### config.mk
export PLATFORM = sky130hd
export DESIGN_NAME = regbank_writeback_flat
export DESIGN_NICKNAME = d
export VERILOG_FILES = /design/src/rtl/regbank_writeback_if.sv /design/src/rtl/regbank_writeback.sv /design/src/flat_wrapper.sv
export SDC_FILE = /design/constraint.sdc
export NUM_CORES = 1
export LEC_CHECK = 0
export CAP_MARGIN = 40
export CORE_UTILIZATION = 55
export DETAILED_ROUTE_END_ITERATION = 7
export PLACE_DENSITY = 0.84
export SYNTH_ARGS = -nofsm -noshare
export SYNTH_HDL_FRONTEND = slang
export SYNTH_SLANG_ARGS = --single-unit
export TNS_END_PERCENT = 100
### constraint.sdc
create_clock -name clock -period 6.9 [get_ports clock]
set_input_delay 1.035 -clock clock [delete_from_list [all_inputs] [get_ports clock]]
set_output_delay 1.035 -clock clock [all_outputs]
set_load 0.01 [all_outputs]
### src/rtl/regbank_writeback_if.sv
// Writeback request, bank write port and forwarding lookup bundle for regbank_writeback.
// slave = writeback block side, master = producers/bank/operand-fetch side.
interface regbank_writeback_if #(
  parameter int DATA_W = 32,
  parameter int ADDR_W = 5,
  parameter int DEPTH  = 4
);
  localparam int CNT_W = $clog2(DEPTH) + 1;

  logic              aluValid;
  logic              aluReady;
  logic [ADDR_W-1:0] aluReg;
  logic [DATA_W-1:0] aluData;
  logic              memValid;
  logic              memReady;
  logic [ADDR_W-1:0] memReg;
  logic [DATA_W-1:0] memData;
  logic              bankBusy;
  logic [ADDR_W-1:0] regC;
  logic [DATA_W-1:0] dataWrite;
  logic              writeFlag;
  logic [ADDR_W-1:0] lookupRegA;
  logic [ADDR_W-1:0] lookupRegB;
  logic              hitA;
  logic              hitB;
  logic [DATA_W-1:0] fwdDataA;
  logic [DATA_W-1:0] fwdDataB;
  logic [CNT_W-1:0]  pendingCount;

  modport slave (
    input  aluValid, aluReg, aluData,
    input  memValid, memReg, memData,
    input  bankBusy, lookupRegA, lookupRegB,
    output aluReady, memReady,
    output regC, dataWrite, writeFlag,
    output hitA, hitB, fwdDataA, fwdDataB, pendingCount
  );

  modport master (
    output aluValid, aluReg, aluData,
    output memValid, memReg, memData,
    output bankBusy, lookupRegA, lookupRegB,
    input  aluReady, memReady,
    input  regC, dataWrite, writeFlag,
    input  hitA, hitB, fwdDataA, fwdDataB, pendingCount
  );
endinterface

### src/rtl/regbank_writeback.sv
// Buffers ALU/memory writebacks in a FIFO and drains one per cycle to the register bank write port.
// Latency: accepted at edge k -> writeFlag after edge k+1; ready drops when full and not popping, drain holds on bankBusy.
// WB_ROUND_ROBIN_EN selects alternating ALU/memory grant; default is fixed memory-over-ALU priority.
module regbank_writeback #(
  parameter int DATA_W = 32,
  parameter int ADDR_W = 5,
  parameter int DEPTH  = 4
) (
  input  logic                  clock,
  input  logic                  reset_n,
  regbank_writeback_if.slave    bus
);
  localparam int PTR_W = $clog2(DEPTH);
  localparam int CNT_W = $clog2(DEPTH) + 1;

  logic [ADDR_W-1:0] ent_reg_q [DEPTH];
  logic [DATA_W-1:0] ent_dat_q [DEPTH];
  logic [PTR_W-1:0]  wr_ptr_q, wr_ptr_d;
  logic [PTR_W-1:0]  rd_ptr_q, rd_ptr_d;
  logic [CNT_W-1:0]  count_q, count_d;
  logic [ADDR_W-1:0] regc_q, regc_d;
  logic [DATA_W-1:0] wdat_q, wdat_d;
  logic              wflag_q, wflag_d;

  logic              pop;
  logic              space;
  logic              mem_gnt, alu_gnt;
  logic              mem_xfer, alu_xfer;
  logic              push;
  logic [ADDR_W-1:0] in_reg;
  logic [DATA_W-1:0] in_dat;

  assign pop   = (count_q != '0) && !bus.bankBusy;
  assign space = (count_q < CNT_W'(DEPTH)) || pop;

`ifdef WB_ROUND_ROBIN_EN
  logic last_mem_q, last_mem_d;

  // On contention the source that did not win the last transfer goes first.
  assign mem_gnt    = bus.memValid && (!bus.aluValid || !last_mem_q);
  assign alu_gnt    = bus.aluValid && !mem_gnt;
  assign last_mem_d = mem_xfer ? 1'b1 : (alu_xfer ? 1'b0 : last_mem_q);

  always_ff @(posedge clock or negedge reset_n) begin
    if (!reset_n) begin
      last_mem_q <= 1'b0;
    end else begin
      last_mem_q <= last_mem_d;
    end
  end
`else
  assign mem_gnt = bus.memValid;
  assign alu_gnt = bus.aluValid && !bus.memValid;
`endif

  // r0 writes are swallowed, so they never need FIFO space.
  assign bus.memReady = mem_gnt && (space || (bus.memReg == '0));
  assign bus.aluReady = alu_gnt && (space || (bus.aluReg == '0));

  assign mem_xfer = bus.memValid && bus.memReady;
  assign alu_xfer = bus.aluValid && bus.aluReady;
  assign in_reg   = mem_xfer ? bus.memReg  : bus.aluReg;
  assign in_dat   = mem_xfer ? bus.memData : bus.aluData;
  assign push     = (mem_xfer || alu_xfer) && (in_reg != '0);

  always_comb begin
    wr_ptr_d = wr_ptr_q + PTR_W'(push);
    rd_ptr_d = rd_ptr_q + PTR_W'(pop);
    count_d  = count_q + CNT_W'(push) - CNT_W'(pop);
    regc_d   = regc_q;
    wdat_d   = wdat_q;
    wflag_d  = 1'b0;
    if (pop) begin
      regc_d  = ent_reg_q[rd_ptr_q];
      wdat_d  = ent_dat_q[rd_ptr_q];
      wflag_d = 1'b1;
    end
  end

  always_ff @(posedge clock or negedge reset_n) begin
    if (!reset_n) begin
      wr_ptr_q <= '0;
      rd_ptr_q <= '0;
      count_q  <= '0;
      regc_q   <= '0;
      wdat_q   <= '0;
      wflag_q  <= 1'b0;
    end else begin
      wr_ptr_q <= wr_ptr_d;
      rd_ptr_q <= rd_ptr_d;
      count_q  <= count_d;
      regc_q   <= regc_d;
      wdat_q   <= wdat_d;
      wflag_q  <= wflag_d;
    end
  end

  always_ff @(posedge clock or negedge reset_n) begin
    if (!reset_n) begin
      for (int i = 0; i < DEPTH; i++) begin
        ent_reg_q[i] <= '0;
        ent_dat_q[i] <= '0;
      end
    end else if (push) begin
      ent_reg_q[wr_ptr_q] <= in_reg;
      ent_dat_q[wr_ptr_q] <= in_dat;
    end
  end

  // Scan oldest to youngest (output reg, then FIFO head..tail) so the last match wins.
  logic              hit_a, hit_b;
  logic [DATA_W-1:0] fwd_a, fwd_b;

  always_comb begin
    hit_a = 1'b0;
    hit_b = 1'b0;
    fwd_a = '0;
    fwd_b = '0;
    if (wflag_q) begin
      if ((bus.lookupRegA != '0) && (regc_q == bus.lookupRegA)) begin
        hit_a = 1'b1;
        fwd_a = wdat_q;
      end
      if ((bus.lookupRegB != '0) && (regc_q == bus.lookupRegB)) begin
        hit_b = 1'b1;
        fwd_b = wdat_q;
      end
    end
    for (int k = 0; k < DEPTH; k++) begin
      if (CNT_W'(k) < count_q) begin
        if ((bus.lookupRegA != '0) &&
            (ent_reg_q[rd_ptr_q + PTR_W'(k)] == bus.lookupRegA)) begin
          hit_a = 1'b1;
          fwd_a = ent_dat_q[rd_ptr_q + PTR_W'(k)];
        end
        if ((bus.lookupRegB != '0) &&
            (ent_reg_q[rd_ptr_q + PTR_W'(k)] == bus.lookupRegB)) begin
          hit_b = 1'b1;
          fwd_b = ent_dat_q[rd_ptr_q + PTR_W'(k)];
        end
      end
    end
  end

  assign bus.hitA         = hit_a;
  assign bus.hitB         = hit_b;
  assign bus.fwdDataA     = fwd_a;
  assign bus.fwdDataB     = fwd_b;
  assign bus.regC         = regc_q;
  assign bus.dataWrite    = wdat_q;
  assign bus.writeFlag    = wflag_q;
  assign bus.pendingCount = count_q;
endmodule

### src/flat_wrapper.sv
// flat-port wrapper written by rule: the top's interface ports become plain ports
module regbank_writeback_flat 
#(
  parameter int DATA_W = 32,
  parameter int ADDR_W = 5,
  parameter int DEPTH  = 4
)
  (clock, reset_n, bus_aluValid, bus_aluReg, bus_aluData, bus_memValid, bus_memReg, bus_memData, bus_bankBusy, bus_lookupRegA, bus_lookupRegB, bus_aluReady, bus_memReady, bus_regC, bus_dataWrite, bus_writeFlag, bus_hitA, bus_hitB, bus_fwdDataA, bus_fwdDataB, bus_pendingCount);
  regbank_writeback_if #(.DATA_W(DATA_W), .ADDR_W(ADDR_W), .DEPTH(DEPTH)) bus_i ();
  input  logic clock;
  input  logic reset_n;
  input wire logic [$bits(bus_i.aluValid)-1:0] bus_aluValid;
  input wire logic [$bits(bus_i.aluReg)-1:0] bus_aluReg;
  input wire logic [$bits(bus_i.aluData)-1:0] bus_aluData;
  input wire logic [$bits(bus_i.memValid)-1:0] bus_memValid;
  input wire logic [$bits(bus_i.memReg)-1:0] bus_memReg;
  input wire logic [$bits(bus_i.memData)-1:0] bus_memData;
  input wire logic [$bits(bus_i.bankBusy)-1:0] bus_bankBusy;
  input wire logic [$bits(bus_i.lookupRegA)-1:0] bus_lookupRegA;
  input wire logic [$bits(bus_i.lookupRegB)-1:0] bus_lookupRegB;
  output wire logic [$bits(bus_i.aluReady)-1:0] bus_aluReady;
  output wire logic [$bits(bus_i.memReady)-1:0] bus_memReady;
  output wire logic [$bits(bus_i.regC)-1:0] bus_regC;
  output wire logic [$bits(bus_i.dataWrite)-1:0] bus_dataWrite;
  output wire logic [$bits(bus_i.writeFlag)-1:0] bus_writeFlag;
  output wire logic [$bits(bus_i.hitA)-1:0] bus_hitA;
  output wire logic [$bits(bus_i.hitB)-1:0] bus_hitB;
  output wire logic [$bits(bus_i.fwdDataA)-1:0] bus_fwdDataA;
  output wire logic [$bits(bus_i.fwdDataB)-1:0] bus_fwdDataB;
  output wire logic [$bits(bus_i.pendingCount)-1:0] bus_pendingCount;
  assign bus_i.aluValid = bus_aluValid;
  assign bus_i.aluReg = bus_aluReg;
  assign bus_i.aluData = bus_aluData;
  assign bus_i.memValid = bus_memValid;
  assign bus_i.memReg = bus_memReg;
  assign bus_i.memData = bus_memData;
  assign bus_i.bankBusy = bus_bankBusy;
  assign bus_i.lookupRegA = bus_lookupRegA;
  assign bus_i.lookupRegB = bus_lookupRegB;
  assign bus_aluReady = bus_i.aluReady;
  assign bus_memReady = bus_i.memReady;
  assign bus_regC = bus_i.regC;
  assign bus_dataWrite = bus_i.dataWrite;
  assign bus_writeFlag = bus_i.writeFlag;
  assign bus_hitA = bus_i.hitA;
  assign bus_hitB = bus_i.hitB;
  assign bus_fwdDataA = bus_i.fwdDataA;
  assign bus_fwdDataB = bus_i.fwdDataB;
  assign bus_pendingCount = bus_i.pendingCount;
  regbank_writeback #(.DATA_W(DATA_W), .ADDR_W(ADDR_W), .DEPTH(DEPTH)) u_core (.clock(clock), .reset_n(reset_n), .bus(bus_i));
endmodule
Run 1, wiring by layer:
(3 px per um) Two of the layers only.
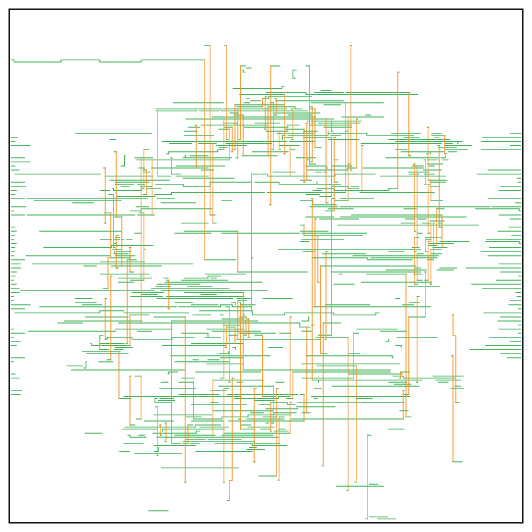
green -> M3  # wire length 6,190 um
orange -> M4  # wire length 2,660 um
detailed-route via count: 13,940
routed length per placed instance: 26.36 um
GRT Total Usage: 34.57%
Detailed Route WL: 49.45 mm

Run 1, metal 1:
(3 px per um) Supply wires on this layer in gray.
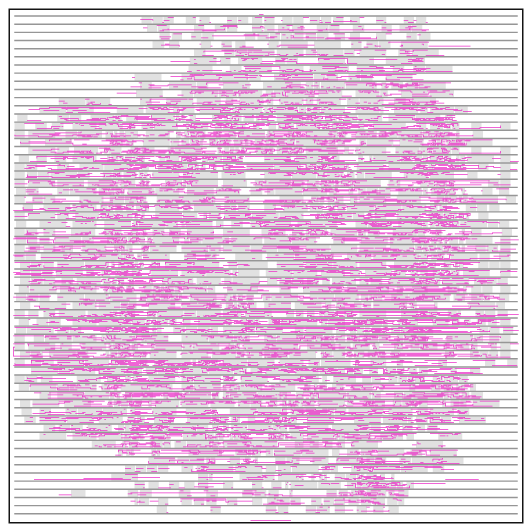
main direction = horizontal
share of all routed wire = 36%
longest straight run = 53.8 um
M1 GR Usage: 44.60%

Run 1, register map, names as in the netlist:
(3 px per um) Other sequential cells in the stronger gray, the rest of the logic in the fainter gray.
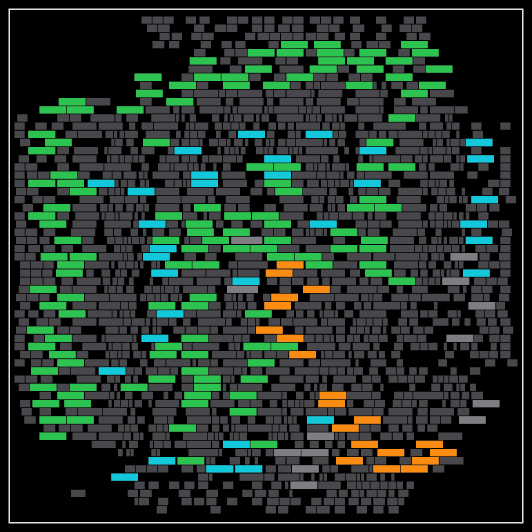
orange -> u_core.ent_reg_q  # flops 20
green -> u_core.ent_dat_q  # flops 128, where all over the die
cyan -> u_core.bus.dataWrite  # flops 32, where all over the die

==> results.json, run 1 <==
{
  "numSynthFlops": 193,
  "finClkSkew_ns": 0.01431,
  "status": "finished, final reports clean",
  "boundaryPins": 198,
  "worst_supply_voltage_drop_on_vdd_v": 0.0003477,
  "clock_sinks": 193,
  "synth_adder_area_share_pct": 0.6079,
  "detailedRoute.firstIterationViolations": 2076,
  "timing_worst_slew_pin_value_ns": 1.027,
  "crit_path_end_kind": "output pin",
  "syn_area_um2": 15640,
  "ys_types": 60,
  "postSynth.asyncResetShare_pct": 100.0,
  "port_buffers": 197,
  "power_density_nw_per_um2": 531.5,
  "synth_xor_xnor_area_share_pct": 2.687,
  "finish.cell_count_without_fillers": 1876,
  "cts_root_buffer": "clkbuf_16",
  "drive_gt1_share_pct": 30.44,
  "yosys-dominant-comb-family": "multiplexers",
  "postCtsSetupRepairBufs": 0,
  "cts_repair_resize_count": 0,
  "synth.most_common_cell": "dfrtp_1",
  "hpwlAfterDp_mm": 31.22,
  "met1_routed_wirelength_after_detailed_routing_mm": 17.68,
  "yosysSeqAreaShare_pct": 30.87,
  "post_route_antenna_net_violation_count": 0,
  "max_slew_headroom_at_the_worst_pin_pct": 31.55,
  "num_antenna_cells": 0,
  "worstSetupPathType": "reg -> out",
  "nFillCells": 1993,
  "grt_setup_unrepaired": "no",
  "cts.path.max_buffers": 2,
  "leakagePower_nw": 6.898,
  "grt_overflow_total": 0,
  "postSynth.topFlopCell": "dfrtp_1",
  "detail_route.vias_per_cell": 7.429,
  "stage_log_warnings": 27,
  "chip_area_um2": 29120,
  "worstPathArrival_ns": 4.98,
  "cts-buffers-inserted": 17,
  "post-place-cells": 1843,
  "synth.mux.area_fraction_pct": 35.18,
  "grt_first_pass_wirelength_mm": 76.73,
  "clk_pin_slew_ns": 0.08,
  "synth.largest_area_cell": "dfrtp_1",
  "kind_of_start_point_of_the_critical_path": "register",
  "post-route-worst-setup-slack_ns": 0.8899,
  "totalPowerFinal_w": 0.009825,
  "fin_crit_sh_pct": 87.10,
  "post-route-drc-count": 0,
  "grt_start_max_net_pins": 87,
  "edf_count": 0,
  "final-max-slew-violation-count": 0,
  "synth.cellmix.compoundShare_pct": 16.00,
  "synthDominantCellAreaShare_pct": 30.87,
  "drtPass1Iterations": 6,
  "syn-instance-count": 1379,
  "totalNegativeSetupSlack_ns": 0,
  "clock_tree_from_tritoncts": "done",
  "std_cell_rows": 61,
  "dr_wl_met3_mm": 6.192,
  "cp.required_ns": 5.86,
  "clock_insertion_delay_worst_skew_ns": 0.44,
  "met2_length_mm": 22.92,
  "core-area_um2": 27860,
  "holdCritPathClass": "in -> async",
  "post_synth_area_from_yosys_stat_um2": 15640,
  "area_growth_pct": 18.16,
  "yosys-stat-cells": 1379,
  "cts_hold_buf": 0,
  "die_w_um": 170.7,
  "number_of_global_route_vias_before_repair": 13760,
  "finalWeightedCongestion": 0.9609,
  "route.top_layer_used": "met4",
  "floorplan.nets": 1475,
  "final-setup-viol-count": 0,
  "core_util_floorplan_pct": 56.16,
  "worst-path-max-fanout": 36,
  "fmax_mhz": 166.4,
  "layout.nets": 1581,
  "final_design_area_no_fill_um2": 18480,
  "final_hold_viol_count": 0,
  "yosysWarnings": 0,
  "timing.final.crit_period_ns": 6.010,
  "h_tree_lvls": 4,
  "antenna_found_initial": 0,
  "final_util_pct": 66.35,
  "synth.top_cells.by_count": "dfrtp_1, mux2_2, mux4_2, nand2_1, o211ai_1",
  "avgSynthCellArea_um2": 11.34,
  "placement.setup.worst_slack_ns": 1.101,
  "synth.top_cells.by_area": "dfrtp_1, mux4_2, mux2_2",
  "simple_gate_share_of_the_synthesized_area_pct": 8.398,
  "cap_violations": 0,
  "final.hold.worst_slack_ns": 0.4783,
  "die_h_um": 170.7,
  "placement.cell_area_um2": 17880
}
run 1: sequential cells by signal, summed over array words and instances, names as in the netlist:
| name | flops |
|---|---|
| u_core.bus.dataWrite | 32 |
| u_core.bus.pendingCount | 3 |
| u_core.bus.regC | 5 |
| u_core.bus.writeFlag | 1 |
| u_core.ent_dat_q | 128 |
| u_core.ent_reg_q | 20 |
| u_core.rd_ptr_q | 2 |
| u_core.wr_ptr_q | 2 |
run 1: per-layer routing:
metal	vias up	track usage, %
met5	-	0
li1	5643	-
met3	293	9.137
met1	6815	44.60
met4	0	17.43
met2	1186	53.88
run 1: worst paths after layout:
| kind | from | to | slack [ns] | cells after the start |
|---|---|---|---|---|
| setup reg to reg | u_core.rd_ptr_q[0]$_DFF_PN0_ | u_core.bus.dataWrite[9]$_DFFE_PN0P_ | 3.67 | 6 |
| max in group asynchronous | reset_n | u_core.ent_dat_q[107]$_DFFE_PN0P_ | 5.35 | 3 |
| min in group clock | u_core.wr_ptr_q[1]$_DFF_PN0_ | u_core.wr_ptr_q[1]$_DFF_PN0_ | 0.52 | 1 |
| hold reg to reg | u_core.wr_ptr_q[1]$_DFF_PN0_ | u_core.wr_ptr_q[1]$_DFF_PN0_ | 0.52 | 1 |
| setup / recovery | u_core.rd_ptr_q[0]$_DFF_PN0_ | bus_fwdDataB[31] | 0.89 | 8 |
| hold / removal | reset_n | u_core.bus.dataWrite[25]$_DFFE_PN0P_ | 0.48 | 1 |
run 1: layout by cell type, fill, tap and decap left out, types with 5 or more instances in the layout:
cell	count
mux2i_1	20
o21ai_0	64
o31ai_2	14
o211ai_1	83
xnor2_1	18
clkbuf_16	17
buf_16	5
a211oi_1	65
mux4_2	142
o211ai_2	14
mux2_2	187
a21oi_1	7
dfrtp_1	191
buf_4	31
xor2_1	30
and3_1	36
clkdlybuf4s50_1	196
nand2_1	108
o31ai_1	18
buf_12	5
nand3_1	36
inv_1	43
nor2_1	5
ha_1	5
a221oi_1	31
nand4_1	37
run 1: kinds of logic after synthesis:
group / Yosys count
compound gates: 327
buf+inv: 196
xor+xnor: 48
flops: 193
mux: 349
simple gates: 259
fa+ha+maj: 7
run 1: worst max-delay path: stages, from the launching register on:
cell and delay [ns]:
dfrtp_4 0.77, buf_4 0.56, mux4_2 0.64, xor2_1 0.17, a2111oi_2 0.41, o21a_2 0.92, nand3_1 0.17, o211ai_1 0.25
clkdlybuf4s50_1 0.61
run 1: area by class of cell:
type | count | area [um2] | area share (%)
Inverter | 44 | 165.2 | 0.8935
Multi-Input combinational cell | 990 | 9956 | 53.86
Timing Repair Buffer | 239 | 2461 | 13.31
Sequential cell | 193 | 4837 | 26.17
Clock inverter | 11 | 131.4 | 0.7108
Clock buffer | 21 | 460.4 | 2.491
Tap cell | 378 | 473.0 | 2.559
run 1: report_power, final:
part	internal, W	switching (W)	leakage [nW]	total (W)
combinational	0.00318	0.00308	4.30	0.00626
clock	0.000558	0.000472	0.280	0.00103
sequential	0.00171	0.000820	2.31	0.00253
Run 1, routing congestion map:
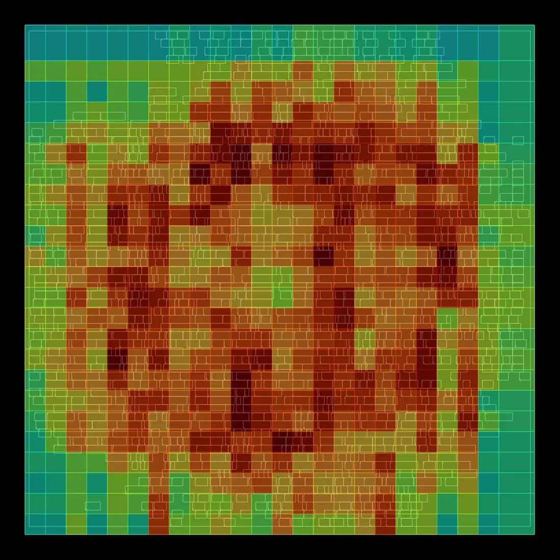

==> inputs of run 2 (changes only) <==
--- a/config.mk
+++ b/config.mk
@@ -8,7 +8,8 @@
 export CAP_MARGIN = 40
 export CORE_UTILIZATION = 55
 export DETAILED_ROUTE_END_ITERATION = 7
-export PLACE_DENSITY = 0.84
+export MAX_ROUTING_LAYER = met4
+export PLACE_DENSITY = 0.81
 export SYNTH_ARGS = -nofsm -noshare
 export SYNTH_HDL_FRONTEND = slang
 export SYNTH_SLANG_ARGS = --single-unit
Run 2, routing congestion map:
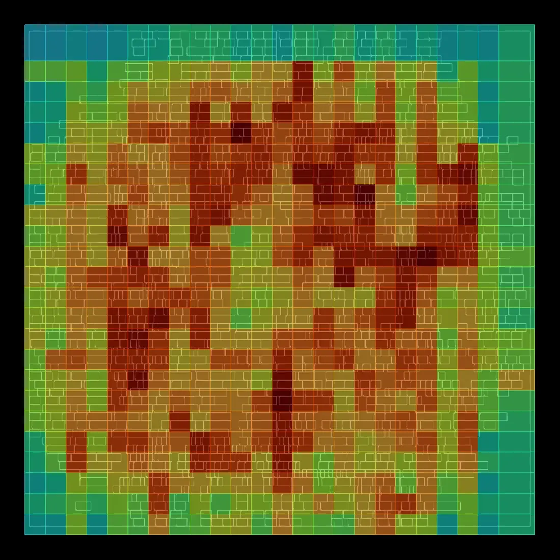
global-route track usage on met3: 6.454%
met2 capacity usage during global routing: 50.90%
busiest metal layer after global routing: met2
final design utilization: 66.16%

==> run 2 against run 1 <==
  * Worst setup slack lost 0.11 ns
  * Core utilization shrank 0.19 points
  * Critical path depth grew 1
  * Global-route usage shrank 0.79 points
  * Clock power shrank 4%
  * Largest cell class unchanged
  * Highest routed layer unchanged
==> results.json, run 2 <==
{
  "switching_share_pct": 44.19,
  "core-area_um2": 27860,
  "syn-instance-count": 1379,
  "synth.most_common_cell": "dfrtp_1",
  "critPathMaxStageDelay_ns": 0.80,
  "p_comb_share_pct": 63.7,
  "synth.largest_area_cell": "dfrtp_1",
  "avgSynthCellArea_um2": 11.34,
  "yosysSeqAreaShare_pct": 30.87,
  "register_area_um2": 4837,
  "number_of_global_route_vias_before_repair": 13090,
  "floorplan.nets": 1475,
  "post-route-drc-count": 0,
  "largest-register": "u_core.ent_dat_q",
  "port_buffers": 197,
  "fin_crit_sh_pct": 88.65,
  "synth.mux.area_fraction_pct": 35.18,
  "synth.cellmix.compoundShare_pct": 16.00,
  "synth.top_cells.by_area": "dfrtp_1, mux4_2, mux2_2",
  "worstSetupPathDepth": 9,
  "crit-reg2reg-launch": "u_core.bus.pendingCount[2]$_DFF_PN0_",
  "status": "finished, final reports clean",
  "yosysWarnings": 0,
  "cts-buffers-inserted": 17,
  "die_w_um": 170.7,
  "final-max-slew-violation-count": 0,
  "crit_path_frequent_cell": "buf_4",
  "finClkSkew_ns": 0.01637,
  "postSynth.topFlopCell": "dfrtp_1",
  "launch_point_of_the_worst_hold_path": "u_core.wr_ptr_q[1]$_DFF_PN0_",
  "grt_overflow_total": 0,
  "fmax_mhz": 163.5,
  "worstRegToRegCells": 6,
  "combGateArea_um2": 9956,
  "post_synth_area_from_yosys_stat_um2": 15640,
  "finalWeightedCongestion": 0.9296,
  "path_delay_family": "buffers and inverters",
  "cts_repair_resize_count": 0,
  "total_switching_power_w": 0.004262,
  "edf_count": 0,
  "final-setup-viol-count": 0,
  "postCtsSetupRepairBufs": 0,
  "antenna_found_initial": 0,
  "worst_supply_voltage_drop_on_vdd_v": 0.0002601,
  "layout.nets": 1581,
  "synthDominantCellAreaShare_pct": 30.87,
  "largest_reg_flops": 128,
  "worstPathCellList": "buf_4 -> mux4_2 -> or3_1 -> a221oi_4 -> buf_4 -> and3_1 -> o31ai_1 -> o211ai_1 -> clkdlybuf4s50_1",
  "grt_first_pass_wirelength_mm": 72.93,
  "ys_types": 60,
  "area_growth_pct": 17.81,
  "postSynth.asyncResetShare_pct": 100.0,
  "worstPathArrival_ns": 5.08,
  "chip_area_um2": 29120,
  "p_seq_share_pct": 26.0,
  "worstSetupPathType": "reg -> out",
  "cap_violations": 0,
  "timing_worst_slew_pin_value_ns": 1.009,
  "boundaryPins": 198,
  "cp_num_buf_inv": 3,
  "detail_route.wirelength_mm": 47.46,
  "simple_gate_share_of_the_synthesized_area_pct": 8.398,
  "synth.top_cells.by_count": "dfrtp_1, mux2_2, mux4_2, nand2_1, o211ai_1",
  "grt_start_max_net_pins": 73,
  "leakagePower_nw": 6.892,
  "hpwlAfterDp_mm": 30.65,
  "drive_gt1_share_pct": 30.51,
  "crit_path_start": "u_core.rd_ptr_q[0]$_DFF_PN0_",
  "clock_sinks": 193,
  "holdCritPathClass": "reg -> reg",
  "cp.required_ns": 5.86,
  "nFillCells": 2021,
  "yosys-stat-cells": 1379,
  "die_h_um": 170.7,
  "timing.final.crit_period_ns": 6.117,
  "synth_adder_area_share_pct": 0.6079,
  "worst-path-max-fanout": 65,
  "post_route_antenna_net_violation_count": 0,
  "num_antenna_cells": 0,
  "core_util_floorplan_pct": 56.16,
  "syn_area_um2": 15640,
  "final_hold_viol_count": 0,
  "totalNegativeSetupSlack_ns": 0,
  "power_density_nw_per_um2": 523.3,
  "dr_total_vias": 13660
}
Run 2, wiring by layer:
(3 px per um) Two of the layers only.
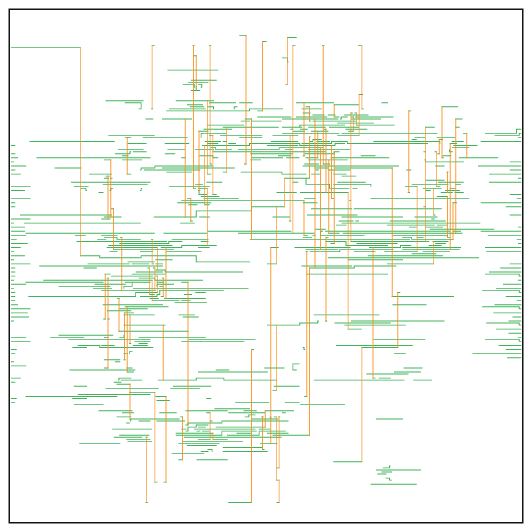
orange -> M4  # wire length 2,150 um
green -> M3  # wire length 5,360 um

-- run 2: worst register-to-register path, stage by stage, from the launching register on --
cell and delay, ns:
dfrtp_1 0.55, a21oi_1 0.46, nand2_1 0.12, a41oi_2 0.42, and3_2 0.68, buf_4 0.48
mux2_2 0.40
-- run 2: layout make-up --
cell class	instances	area share [%]
multi-input combinational	990	54.02
inverter	44	0.8961
tap	378	2.566
clock inverter	13	0.6993
sequential	193	26.25
timing repair buffer	239	13.17
clock buffer	19	2.403
-- run 2: final timing paths --
path	slack, ns	endpoint
worst min-delay path	0.53	u_core.wr_ptr_q[1]$_DFF_PN0_
min in group asynchronous	0.60	u_core.ent_dat_q[89]$_DFFE_PN0P_
worst max register to register	3.67	u_core.ent_dat_q[21]$_DFFE_PN0P_
max in group asynchronous	5.07	u_core.rd_ptr_q[1]$_DFF_PN0_
worst min register to register	0.53	u_core.wr_ptr_q[1]$_DFF_PN0_
worst max-delay path	0.78	bus_fwdDataA[1]
-- run 2: routing by layer --
metal / vias up / global-route usage [%] / routed length, um
met2: 1063 / 50.90 / 22020
met4: 0 / 15.59 / 2150
met1: 6720 / 44.31 / 17920
li1: 5655 / - / -
met5: - / - / 0
met3: 225 / 6.454 / 5364
-- run 2: logic make-up after synthesis --
| kind of cell | count (synthesis) |
|---|---|
| buffers and inverters | 196 |
| AND-OR/OR-AND | 327 |
| multiplexers | 349 |
| flip-flops | 193 |
| XOR/XNOR | 48 |
| adder cells (fa/ha/maj) | 7 |
| AND/OR/NAND/NOR | 259 |
-- run 2: power groups by stage --
| stage | combinational [W] | clock (W) | sequential, W |
|---|---|---|---|
| after floorplan | 0.00443 | 0 | 0.00221 |
| after global placement | 0.00586 | 0 | 0.00241 |
| after detailed placement | 0.00602 | 0 | 0.00249 |
| after CTS | 0.00606 | 0.000997 | 0.00247 |
| after global routing | 0.00647 | 0.00104 | 0.00259 |
| final | 0.00614 | 0.000991 | 0.00251 |
-- run 2: metrics by stage --
stage / hold WS (ns) / cells / util (%) / cell area [um2] / setup slack (ns)
finish: 0.5337 / 1876 / 66.16 / 18430 / 0.7831
detailed placement: 0.5149 / 1843 / 64.08 / 17850 / 1.254
global route: 0.5577 / 1876 / 66.16 / 18430 / 0.5639
global placement: 0.5079 / 1836 / 63.53 / 17700 / 1.190
CTS: 0.5263 / 1875 / 66.13 / 18420 / 0.8733
floorplan: 0.4883 / 1379 / - / 15640 / 2.895
Power is estimated from default activity; no workload was simulated.
